## config.mk

```make
export PLATFORM = sky130hd
export DESIGN_NAME = rom_stream_reader
export DESIGN_NICKNAME = d
export VERILOG_FILES = /design/src/rtl/rom_stream_reader.sv
export SDC_FILE = /design/constraint.sdc
export NUM_CORES = 1
export LEC_CHECK = 0
export ABC_AREA = 0
export CAP_MARGIN = 20
export CORE_ASPECT_RATIO = 0.75
export CORE_MARGIN = 2
export CORE_UTILIZATION = 45
export DETAILED_ROUTE_END_ITERATION = 8
export GPL_TIMING_DRIVEN = 0
export PLACE_DENSITY = 0.67
export SYNTH_ARGS = -nofsm -noshare
export SYNTH_HDL_FRONTEND = slang
export SYNTH_SLANG_ARGS = --single-unit
```

## constraint.sdc

```tcl
create_clock -name clk -period 2.9 [get_ports clk]
set_clock_uncertainty 0.1 [all_clocks]
set_input_delay 0.725 -clock clk [delete_from_list [all_inputs] [get_ports clk]]
set_output_delay 0.725 -clock clk [all_outputs]
set_load 0.005 [all_outputs]
```

## src/rtl/rom_stream_reader.sv

```systemverilog
// Streams a contiguous, wrapping address range out of a 1-cycle synchronous ROM onto a valid/ready port.
// Optional running XOR of accepted beats on `checksum` when ROM_STREAM_READER_CHECKSUM_EN is defined.
module rom_stream_reader #(
  parameter int DATA_WIDTH = 8,
  parameter int ADDR_WIDTH = 4,
  parameter int FIFO_DEPTH = 4
) (
  input  logic                  clk,
  input  logic                  rst,
  input  logic                  start,
  input  logic [ADDR_WIDTH-1:0] base_addr,
  input  logic [ADDR_WIDTH:0]   length,
  output logic                  busy,
  output logic                  done,
  output logic [ADDR_WIDTH-1:0] rom_addr,
  input  logic [DATA_WIDTH-1:0] rom_data,
  output logic [DATA_WIDTH-1:0] m_data,
  output logic                  m_valid,
  input  logic                  m_ready
`ifdef ROM_STREAM_READER_CHECKSUM_EN
  ,
  output logic [DATA_WIDTH-1:0] checksum
`endif
);

  localparam int PW = $clog2(FIFO_DEPTH);

  typedef enum logic [1:0] {IDLE, READ, DRAIN} state_t;

  state_t                  state_q;
  logic [ADDR_WIDTH-1:0]   rom_addr_q;
  logic [ADDR_WIDTH-1:0]   next_addr_q;
  logic [ADDR_WIDTH-1:0]   issue_addr_d;
  logic [ADDR_WIDTH:0]     len_q;
  logic [ADDR_WIDTH:0]     iss_cnt_q;
  logic [1:0]              infl_q;
  logic [PW:0]             cnt_q;
  logic [PW:0]             cnt_d;
  logic [PW-1:0]           wr_ptr_q;
  logic [PW-1:0]           rd_ptr_q;
  logic [DATA_WIDTH-1:0]   mem_q [FIFO_DEPTH];
  logic                    busy_q;
  logic                    done_q;
  logic [PW+1:0]           occ;
  logic                    credit_ok;
  logic                    push;
  logic                    pop;
  logic                    issue;
  logic                    start_acc;
  logic                    last_pop;
`ifdef ROM_STREAM_READER_CHECKSUM_EN
  logic [DATA_WIDTH-1:0]   csum_q;
`endif

  // infl_q[1] marks that the ROM presents the word addressed two edges ago.
  assign push      = infl_q[1];
  assign pop       = (cnt_q != '0) && m_ready;
  assign occ       = {1'b0, cnt_q} + {{(PW+1){1'b0}}, infl_q[0]} + {{(PW+1){1'b0}}, infl_q[1]};
  assign credit_ok = occ < (PW+2)'(FIFO_DEPTH);
  assign start_acc = (state_q == IDLE) && start && (length != '0);
  assign issue     = start_acc || ((state_q == READ) && (iss_cnt_q != len_q) && credit_ok);
  assign last_pop  = (state_q == DRAIN) && pop && (cnt_q == 1) && (infl_q == 2'b00);
  assign issue_addr_d = start_acc ? base_addr : next_addr_q;

  always_comb begin
    cnt_d = cnt_q;
    case ({push, pop})
      2'b10:   cnt_d = cnt_q + 1'b1;
      2'b01:   cnt_d = cnt_q - 1'b1;
      default: cnt_d = cnt_q;
    endcase
  end

  always_ff @(posedge clk or posedge rst) begin
    if (rst) begin
      state_q     <= IDLE;
      rom_addr_q  <= '0;
      next_addr_q <= '0;
      len_q       <= '0;
      iss_cnt_q   <= '0;
      infl_q      <= 2'b00;
      cnt_q       <= '0;
      wr_ptr_q    <= '0;
      rd_ptr_q    <= '0;
      busy_q      <= 1'b0;
      done_q      <= 1'b0;
`ifdef ROM_STREAM_READER_CHECKSUM_EN
      csum_q      <= '0;
`endif
    end else begin
      done_q <= 1'b0;
      infl_q <= {infl_q[0], issue};
      cnt_q  <= cnt_d;
      if (push) wr_ptr_q <= wr_ptr_q + 1'b1;
      if (pop)  rd_ptr_q <= rd_ptr_q + 1'b1;
      if (issue) begin
        rom_addr_q  <= issue_addr_d;
        next_addr_q <= issue_addr_d + 1'b1;
        iss_cnt_q   <= start_acc ? {{ADDR_WIDTH{1'b0}}, 1'b1} : iss_cnt_q + 1'b1;
      end
`ifdef ROM_STREAM_READER_CHECKSUM_EN
      if ((state_q == IDLE) && start) csum_q <= '0;
      else if (pop)                   csum_q <= csum_q ^ mem_q[rd_ptr_q];
`endif
      case (state_q)
        IDLE: begin
          if (start) begin
            if (length == '0) begin
              done_q <= 1'b1;
            end else begin
              state_q <= READ;
              len_q   <= length;
              busy_q  <= 1'b1;
            end
          end
        end
        READ: begin
          if (iss_cnt_q == len_q) state_q <= DRAIN;
        end
        DRAIN: begin
          if (last_pop) begin
            state_q <= IDLE;
            busy_q  <= 1'b0;
            done_q  <= 1'b1;
          end
        end
        default: state_q <= IDLE;
      endcase
    end
  end

  // Buffer storage carries data only, so it is left out of reset.
  always_ff @(posedge clk) begin
    if (push) mem_q[wr_ptr_q] <= rom_data;
  end

  assign busy     = busy_q;
  assign done     = done_q;
  assign rom_addr = rom_addr_q;
  assign m_valid  = (cnt_q != '0);
  assign m_data   = (cnt_q != '0) ? mem_q[rd_ptr_q] : '0;
`ifdef ROM_STREAM_READER_CHECKSUM_EN
  assign checksum = csum_q;
`endif

endmodule

```

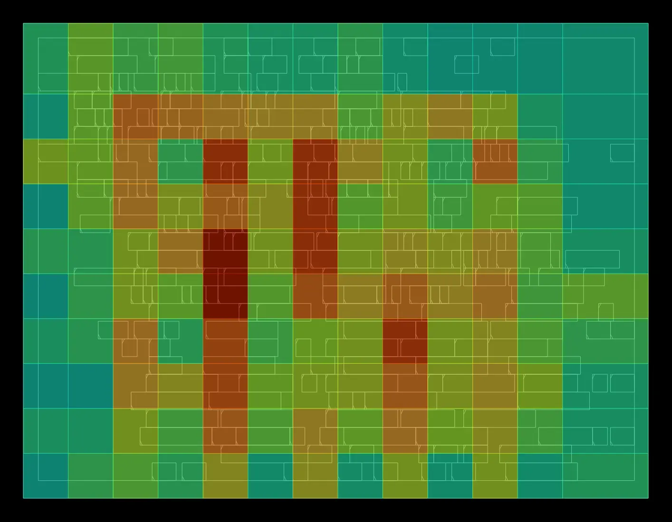
Fig. 1. Routing congestion map.
met3 Use GR: 5.062%
Tot GR Track Use: 16.79%
WL per Instance: 14.95 um
GRT Max-Usage Layer: met2
GR met1 Demand/Resource: 23.31%

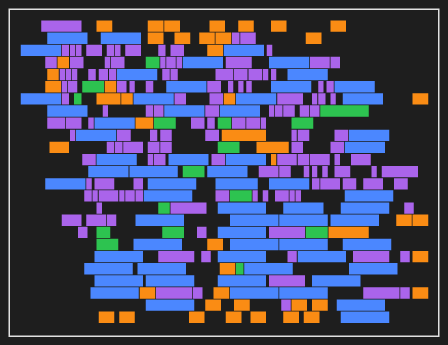
Fig. 2. Cells coloured by class.
| class | colour | cells | share of their area |
|---|---|---|---|
| combinational and other logic | purple | 143 | 31% |
| remaining buffers and delay cells | orange | 46 | 14% |
| clock drivers and dummy loads | green | 16 | 5.6% |
| sequential cells | blue | 63 | 49% |

==> run summary <==
run results: RR Endpoint next_addr_q[3], crit end category primary output, placed standard-cell area 3333 um^2, status finished, final reports clean, Synth Register Bits 63, Post-CTS Resized 6, most frequent cell after synthesis edfxtp_1, Layout area overhead 27.44%, hold path cells 0, worst hold path class flop to flop, sequential-to-total area share from yosys stat 60.85%, Crit Path Class flop to primary output, prevailing post-synth register cell edfxtp_1, DIE WIDTH 95.96 um, # DRC 0, Core Util, Final 58.43%, count of cell types in the netlist 36, final setup margin 70.49 ps, reg2reg setup slack 590 ps, syn_area_per_cell 13.40 um^2, Worst-path clk slew 70 ps, site row count 25, Leakage Power 1.461 nW, GPL Wtd Cong 0.7825, Regs by FF count mem_q x32, iss_cnt_q x5, len_q x5, Gate Count Post-Synth 213, Vias/cell 5.140, Synth top cells by count 32 x edfxtp_1, 31 x dfrtp_1, 21 x nand2_1, R2R Path Start cnt_q[0], most frequent cells in the layout 34 x clkdlybuf4s50_1, 32 x edfxtp_1, 30 x dfrtp_1, 20 x nand2_1, total CTS buffers 9, post-route cell area 3637 um^2, Clock Path Buffers 2, Cell Area, Synth 2854 um^2, first-pass GRT wire length 8424 um, Top Layer Used met4, Setup crit end m_data[4], Met3 Wirelength 241 um, largest net degree at the start of global routing 18, clk root buf clkbuf_8, total grt overflow 0, Crit path depth 4, Sw Pwr 1.311 mW, Slowest cell on crit path mux4_2, Post-CTS Setup Bufs 2, Crit path max-delay family buffers and inverters, initial antenna violation count 0, Flop pwr share 38.4%, Post-Route WL 5218 um, Initial Util 45.85%, CORE AREA 6225 um^2, Switching Share 33.78%, vias in the first global route 1730, Placed Cells 330, P_seq 1.49 mW, M1 wire length 2450 um, top cells, area edfxtp_1 34%, dfrtp_1 27%, mux4_2 6.3%, synth warn 0, fmax 0.3534 GHz, combinational power 1.65 mW, setup violators final 0, combinational share of power 42.5%, Worst Setup Start Kind flop, internal power 2.571 mW, Fin Setup TNS 0 ps, crit path max fanout 5, largest area contributor in the netlist edfxtp_1, share of the synthesized area in the top cell type 33.67%, number of diodes 0, Period Utilization, post-route 97.57%, met2 Track Usage GR 25.02%, via count 1794, Biggest register mem_q, post-route minimum period 2830 ps, latest clock arrival within the worst-skew pair 340 ps, Max VDD drop 0.0006113 V, yosys cell count 213, final hold slack 358.8 ps, DP HPWL 3677 um, dominant logic cell type in the layout clkdlybuf4s50_1, Fillers 477, Fin. Hold Viols 0, Largest stage delay, worst path 480 ps, chip area 7002 um^2, Total Power 3.882 mW, drt pass-1 iters 4, worst hold start infl_q[0], Slew Viols, Final 0, Cell Pwr Density 1067 nW/um^2, pre-CTS setup slack -716.1 ps, Post-CTS Hold Fix Bufs 0, Power Clock 0.742 mW, max-cap violation count 0, OpenROAD warning count 32, Critical Path RT 2080 ps, TritonCTS clock tree built, layout cells sized above 1 16.42%, htree depth 3, Hold Path Sink infl_q[1], I/O Buffers 35, antenna viol nets, final 0, clk sinks 63, Post-Syn Nets 246, Worst-Margin Slew 648.2 ps, Met2 Wirelength 2449 um, Top Ports 36, Worst Setup SP rd_ptr_q[0], CP Data Arrival Time 2000 ps, fraction of registers with async set/reset 49.21%, chip area in the Yosys report 2854 um^2, Reg2Reg Depth 6, Layout Nets 296, top power group combinational logic, clock share of power 19.1%, max reg flops 32, Finished Layout Cells 349, Critical Path, Cell by Cell clkbuf_16, mux4_2, and2_1, clkdlybuf4s50_1, EDFF count, synth 32, Buf/Inv on CP 2, Die Height 72.97 um, normalized max-slew margin 56.74%, initial drt markers 167
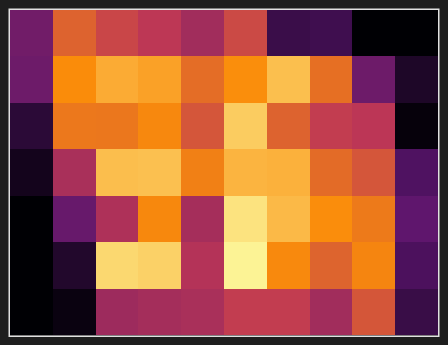
Fig. 3. Placement density heat map.
The die is cut into 10 by 7 equal tiles; black is low, pale yellow is high, 0 to 100% covered.
nearly empty tiles: 8.6%
fullest tile: 97%
tiles over 75% full: 21%

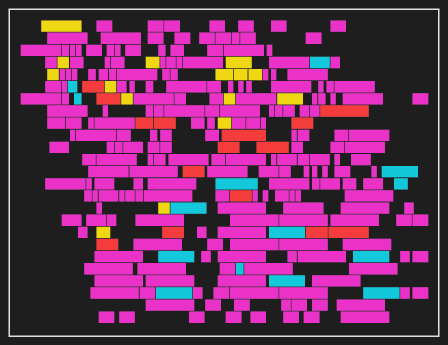
Fig. 4. Drive-strength map.
| size | colour | cells | most used |
|---|---|---|---|
| _3 and _4 cells | yellow | 15 | buf_4 |
| _0 and _1 cells | magenta | 224 | clkdlybuf4s50_1 |
| _6 and larger | red | 15 | clkbuf_8 |
| _2 cells | cyan | 14 | mux4_2 |

-- final cells by class --
| class | count | area [um^2] | area share, % |
|---|---|---|---|
| buffer | 5 | 57.56 | 1.582 |
| inverter | 12 | 45.04 | 1.238 |
| clock inverter | 7 | 73.82 | 2.030 |
| clock buffer | 9 | 123.9 | 3.406 |
| tap | 81 | 101.3 | 2.786 |
| multi-input combinational | 131 | 1062 | 29.21 |
| sequential | 63 | 1738 | 47.78 |
| timing repair buffer | 41 | 435.4 | 11.97 |
-- cells by family (layout without fill, tap and decap cells) --
kind of cell,after synthesis,after routing,synth area share [%]
XOR/XNOR,15,15,4.603
buffers and inverters,19,74,2.805
multiplexers,14,14,8.461
AND/OR/NAND/NOR,61,61,11.18
flip-flops,63,63,60.85
adder cells (fa/ha/maj),12,12,5.261
AND-OR/OR-AND,29,29,6.840
Power and IR drop assume default switching activity.
